flops_by_reg.png
Drawn at 8 px/um.
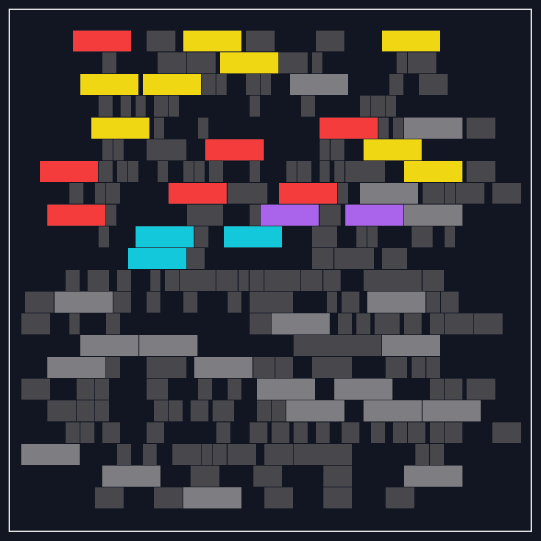
logic_types.png
Drawn at 8 px/um.
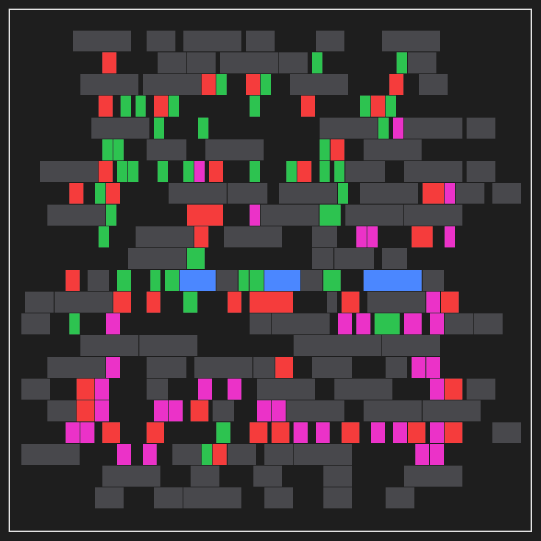
detail.png
Window x 13 to 53, y 25 to 65 um. Cells in grey, sequential cells in the stronger grey; small squares are vias.
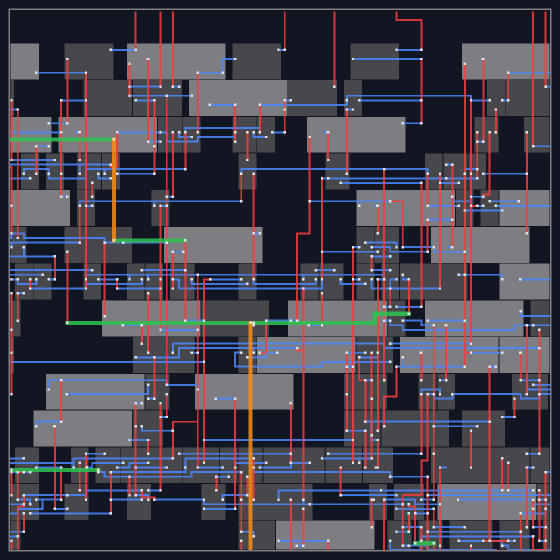
### src/rtl/sub_pkg.sv
// Shared types and helpers for the digit-serial subtractor.
package sub_pkg;

  // Controller states: waiting, shifting digits through, presenting the result.
  typedef enum logic [1:0] {
    IDLE = 2'd0,
    RUN  = 2'd1,
    DONE = 2'd2
  } state_t;

  // Width of the digit counter: enough to count 0..n-1 and never below one bit.
  function automatic int cnt_width(input int n);
    return (n <= 2) ? 1 : $clog2(n);
  endfunction

endpackage

### src/rtl/sub_digit.sv
// Combinational DIGIT-bit ripple-borrow subtract slice: d = a - b - bin.
// bmsb is the borrow entering the slice's top bit; it feeds the signed-overflow flag.
module sub_digit #(
  parameter int DIGIT = 1
) (
  input  logic [DIGIT-1:0] a,
  input  logic [DIGIT-1:0] b,
  input  logic             bin,
  output logic [DIGIT-1:0] d,
  output logic             bout,
  output logic             bmsb
);

  // bc[i] is the borrow into bit i; bc[DIGIT] leaves the slice.
  logic [DIGIT:0] bc;

  assign bc[0] = bin;

  for (genvar gi = 0; gi < DIGIT; gi++) begin : g_bit
    assign d[gi]      = a[gi] ^ b[gi] ^ bc[gi];
    assign bc[gi + 1] = (~a[gi] & b[gi]) | (~(a[gi] ^ b[gi]) & bc[gi]);
  end

  assign bout = bc[DIGIT];
  assign bmsb = bc[DIGIT-1];

endmodule

### src/rtl/serial_subtractor.sv
// Digit-serial subtractor: Diff = A - B - Bin, DIGIT bits per clock, LSB digit first.
// One result every WIDTH/DIGIT + 1 cycles, with a start/done handshake and
// registered borrow-out and signed-overflow flags.
module serial_subtractor
  import sub_pkg::*;
#(
  parameter int WIDTH = 8,
  parameter int DIGIT = 1
) (
  input  logic             clk,
  input  logic             rst,
  input  logic             start,
  input  logic [WIDTH-1:0] A,
  input  logic [WIDTH-1:0] B,
  input  logic             Bin,
  output logic             busy,
  output logic             done,
  output logic [WIDTH-1:0] Diff,
  output logic             Bout,
  output logic             Ovf
);

  localparam int N  = WIDTH / DIGIT;
  localparam int CW = cnt_width(N);

  // Reject parameter sets the digit datapath cannot cover exactly.
  if ((WIDTH % DIGIT) != 0) begin : g_bad_digit
    $error("serial_subtractor: DIGIT must divide WIDTH");
  end
  if (WIDTH < 2) begin : g_bad_width
    $error("serial_subtractor: WIDTH must be at least 2");
  end

  state_t            state_q, state_d;
  logic [CW-1:0]     count_q, count_d;
  logic [WIDTH-1:0]  a_q, a_d;
  logic [WIDTH-1:0]  b_q, b_d;
  logic [WIDTH-1:0]  res_q, res_d;
  logic              borrow_q, borrow_d;
  logic [WIDTH-1:0]  diff_q, diff_d;
  logic              bout_q, bout_d;
  logic              ovf_q, ovf_d;
  logic              busy_q, busy_d;
  logic              done_q, done_d;

  logic [DIGIT-1:0]  dig_d;
  logic              dig_bout;
  logic              dig_bmsb;
  logic [WIDTH-1:0]  res_shift;

  // The single slice always works on the low digit of the operand shift registers.
  sub_digit #(
    .DIGIT(DIGIT)
  ) u_digit (
    .a    (a_q[DIGIT-1:0]),
    .b    (b_q[DIGIT-1:0]),
    .bin  (borrow_q),
    .d    (dig_d),
    .bout (dig_bout),
    .bmsb (dig_bmsb)
  );

  // New digit enters the result register from the MSB side, so after N
  // cycles the first (LSB) digit has reached bit 0.
  if (DIGIT == WIDTH) begin : g_res_full
    assign res_shift = dig_d;
  end else begin : g_res_shift
    assign res_shift = {dig_d, res_q[WIDTH-1:DIGIT]};
  end

  // Next-state, datapath and output-register updates.
  always_comb begin
    state_d  = state_q;
    count_d  = count_q;
    a_d      = a_q;
    b_d      = b_q;
    res_d    = res_q;
    borrow_d = borrow_q;
    diff_d   = diff_q;
    bout_d   = bout_q;
    ovf_d    = ovf_q;
    case (state_q)
      IDLE, DONE: begin
        if (start) begin
          a_d      = A;
          b_d      = B;
          borrow_d = Bin;
          count_d  = '0;
          state_d  = RUN;
        end else begin
          state_d  = IDLE;
        end
      end
      RUN: begin
        a_d      = a_q >> DIGIT;
        b_d      = b_q >> DIGIT;
        res_d    = res_shift;
        borrow_d = dig_bout;
        count_d  = count_q + 1'b1;
        if (count_q == CW'(N - 1)) begin
          // Last digit: its internal top-bit borrow is the borrow into the word MSB.
          state_d = DONE;
          diff_d  = res_shift;
          bout_d  = dig_bout;
          ovf_d   = dig_bmsb ^ dig_bout;
        end
      end
      default: state_d = IDLE;
    endcase
    busy_d = (state_d == RUN);
    done_d = (state_d == DONE);
  end

  // State, datapath and output registers with synchronous reset.
  always_ff @(posedge clk) begin
    if (rst) begin
      state_q  <= IDLE;
      count_q  <= '0;
      a_q      <= '0;
      b_q      <= '0;
      res_q    <= '0;
      borrow_q <= 1'b0;
      diff_q   <= '0;
      bout_q   <= 1'b0;
      ovf_q    <= 1'b0;
      busy_q   <= 1'b0;
      done_q   <= 1'b0;
    end else begin
      state_q  <= state_d;
      count_q  <= count_d;
      a_q      <= a_d;
      b_q      <= b_d;
      res_q    <= res_d;
      borrow_q <= borrow_d;
      diff_q   <= diff_d;
      bout_q   <= bout_d;
      ovf_q    <= ovf_d;
      busy_q   <= busy_d;
      done_q   <= done_d;
    end
  end

  assign busy = busy_q;
  assign done = done_q;
  assign Diff = diff_q;
  assign Bout = bout_q;
  assign Ovf  = ovf_q;

endmodule

### config.mk
export PLATFORM = sky130hd
export DESIGN_NAME = serial_subtractor
export DESIGN_NICKNAME = d
export VERILOG_FILES = /design/src/rtl/sub_pkg.sv /design/src/rtl/sub_digit.sv /design/src/rtl/serial_subtractor.sv
export SDC_FILE = /design/constraint.sdc
export NUM_CORES = 1
export LEC_CHECK = 0
export CAP_MARGIN = 20
export CORE_UTILIZATION = 40
export CTS_CLUSTER_DIAMETER = 50
export DETAILED_ROUTE_END_ITERATION = 7
export GPL_ROUTABILITY_DRIVEN = 0
export PLACE_DENSITY_LB_ADDON = 0.08
export SYNTH_ARGS = -nofsm -noshare
export SYNTH_HDL_FRONTEND = slang
export SYNTH_SLANG_ARGS = --single-unit
### constraint.sdc
create_clock -name clk -period 2.1 [get_ports clk]
set_clock_uncertainty 0.2 [all_clocks]
set_input_delay 0.63 -clock clk [delete_from_list [all_inputs] [get_ports clk]]
set_output_delay 0.63 -clock clk [all_outputs]
set_load 0.01 [all_outputs]
==> ci_impl_report.md <==
## PnR job results

| Metric | Value |
|---|---|
| Synth Seq Share | 51.6% |
| NumNets Final | 233 |
| Clock Path Buffers | 2 |
| Vias/cell | 5.08 |
| H-tree lvl count | 2 |
| Max-slew violation count | 0 |
| RSZ-0062 raised after global routing | no |
| Die area | 4230 sq um |
| Worst Tran Pin Value | 0.614 ns |
| Root Driver | clkbuf_8 |
| Yosys Chip Area | 1590 sq um |
| I/O Pins | 32 |
| Outcome | completed |
| FP Rows | 22 |
| Mapped Area | 1590 sq um |
| Max incr delay on CP | 0.54 ns |
| Die X-Extent | 65.1 um |
| Clk latency late pin | 0.29 ns |
| Largest net degree at the start of global routing | 42 |
| TritonCTS clock tree | yes |
| # Cells Yosys | 180 |
| CP required | 1.27 ns |
| Final Cycle Share | 94.8% |
| Post-synthesis cell type count | 26 |
| Dpl cells | 251 |
| Maximum vdd drop | 0.602 mV |
| Clock transition at path regs | 0.08 ns |
| CP Class | reg2out |
| Power per Cell Area | 837 nW/um^2 |
| Log Warnings | 26 |
| Post_cts resized | 0 |
| R2R cell count | 5 |
| Pleak | 0.000718 uW |
| Post-synth EDFFs | 0 |
| DR WL/cell | 11.9 um |
| Top cells by count | dfxtp_1 (41), nand2_1 (32), nor3_1 (28) |
| CP arrival | 1.16 ns |
| GRT overflow | 0 |
| Hold Crit Class | reg2reg |
| Port Buffers | 31 |
| Filler cells | 372 |
| DR vias | 1,315 |
| Total CTS buffers | 5 |
| Warnings, synthesis | 0 |
| Postcts setup bufs | 0 |
| Number of buffers inserted by hold repair at cts | 0 |
| Mean Syn Cell Area | 8.84 sq um |
| Gr usage total | 16.5% |
| Setup TNS | 0 ns |
| Count leader, synth | dfxtp_1 |
| Initial antenna violation count | 0 |
| CP Depth | 1 |
| FP Core Util | 42.5% |
| Top cells by area | dfxtp_1 (52%), nor3_1 (8.8%), nand2_1 (7.5%) |
| Sink Count | 41 |
| Place WS | 0.136 ns |
| Synth Instances | 180 |
| Cell family with most CP delay | buffers and inverters |
| Slowest CP cell | clkdlybuf4s50_1 |
| Routed WL | 3080 um |
| Dpl hpwl | 2060 um |
| Die Y | 65.1 um |
| Crit. End Element | output port |
| Final Hold Violating Endpoints | 0 |
| Async set-or-reset flop fraction in the synthesized netlist | 0% |
| Vias in the first global route | 1,222 |
| Cell type with the largest total area | dfxtp_1 |
| First-pass iteration count of the detailed router | 4 |
| Setup crit start kind | flop |
| Initial DRC count | 63 |
| Syn Nets | 203 |
| Final worst slack | 0.110 ns |
| Synth flops | 41 |
| Layout cells sized above 1 | 9.00% |
| Hold Path Stages | 2 |
| CP Max Fanout | 2 |
| Peak Freq | 502 MHz |
| Area share, top type | 51.6% |
| Post-layout min period | 1.99 ns |
| Post-route ant nets | 0 |
| Antenna Cells | 0 |
| Max cap viols | 0 |
| Buf+Inv Stages, Crit Path | 1 |
| Synthesis-to-finish area growth | 28.4% |
| Rel. slew slack | 59.1% |
| Dominant flop cell | dfxtp_1 |
| DR DRC count | 0 |
| Core area | 3740 sq um |
| Final-report setup violation count | 0 |
| First-pass GRT wire length | 5340 um |
| Cells along the critical path | clkdlybuf4s50_1 |
## Picture notes: flops_by_reg.png
[yellow] `Diff` | sequential cells: 8
[red] `res_q` | sequential cells: 7
[purple] `state_q` | sequential cells: 2
[cyan] `count_q` | sequential cells: 3
Post-Route Utilization: 54.6%
seq pwr: 842 uW
fraction of area in registers: 40.2%
Seq. cell area: 821 sq um

## Picture notes: logic_types.png
[green] nand cells | cells: 41 | most used: nand2_1
[magenta] nor cells | cells: 36 | most used: nor3_1
[red] aoi and oai cells | cells: 38 | most used: a21oi_1 | where: all over the die
[blue] fa/ha/maj cells | cells: 3 | most used: ha_1
most frequent logic cell in the layout: dfxtp_1
logic share of the area: 32.1%
Final Non-Filler Cells: 259

## Picture notes: detail.png
[red] metal 2
[orange] metal 4
[green] metal 3
[blue] metal 1
cells with their middle in the window: 106
netlist names of flops here include: `Diff` (7), `res_q` (4), `count_q` (3)
sequential cells in the window: 22
most frequent: nand2_1 (26), dfxtp_1 (22), a21oi_1 (12)

==> worst register-to-register path, cell delays in order (launching register included) <==
cell	delay, ns
dfxtp_1	0.35
ha_1	0.16
ha_1	0.18
and3b_1	0.42
nor2_1	0.08
a211oi_1	0.20
==> layout by cell type, fill, tap and decap left out, drive strengths merged, types with 2 or more instances in the layout <==
master          n
dfxtp          41
nand2          32
clkdlybuf4s50  31
nor3           28
a21oi          19
o22ai          15
buf             8
nor2            7
clkbuf          6
nand3           5
nand2b          3
a211oi          3
ha              2
==> final timing paths <==
kind	to	slack, ns	from
setup reg to reg	Ovf	0.42	count_q[0]
hold / removal	Diff[2]	0.26	Diff[2]
setup / recovery	Bout	0.11	Bout
hold reg to reg	Diff[2]	0.26	Diff[2]
==> state kept, by name, indices dropped and copies added, names as in the netlist <==
register	flops
Diff	8
done	1
busy	1
state_q	2
b_q	8
a_q	8
Ovf	1
Bout	1
count_q	3
borrow_q	1
res_q	7
==> layout make-up <==
| class | instances | area (sq um) | area share, % |
|---|---|---|---|
| flip-flops and latches | 41 | 821 | 40.2 |
| multi-input cells | 122 | 656 | 32.1 |
| repair buffers | 39 | 383 | 18.7 |
| clock buffers | 6 | 82.6 | 4.04 |
| well taps | 48 | 60.1 | 2.94 |
| clock inverters | 2 | 37.5 | 1.84 |
| inverters | 1 | 3.75 | 0.184 |
==> through the flow <==
| step | power [uW] | hold WS [ns] | cell area, sq um |
|---|---|---|---|
| final | 1710 | 0.255 | 2040 |
| after global routing | 1800 | 0.290 | 2040 |
| after CTS | 1730 | 0.258 | 2040 |
| after detailed placement | 1080 | 0.247 | 1920 |
| after global placement | 1070 | 0.246 | 1920 |
| after floorplan | 1010 | 0.232 | 1590 |
==> power breakdown <==
part	total [uW]	leakage (uW)	switching [uW]	internal, uW
combinational	218	0.000326	107	110
clock	651	0.0000574	265	386
sequential	842	0.000335	23.5	818
==> cell families after synthesis <==
group | after synthesis | share of synthesized area [%]
and+or+nand+nor | 79 | 22.8
DFF | 41 | 51.6
AOI/OAI and AO/OA | 39 | 15.0
buffers and inverters | 17 | 7.23
adders and majority gates | 3 | 2.83
xor gates and xnor gates | 1 | 0.550
==> metal layers <==
layer	routed length [um]	part of all wire (%)	track usage, %
met1	1500	49	20.4
met2	1420	46	27.1
met3	130	4.2	5.46
met4	29	0.94	4.89
met5	0	0	0
Power figures rest on the tool's default switching activity, not on a simulated workload.
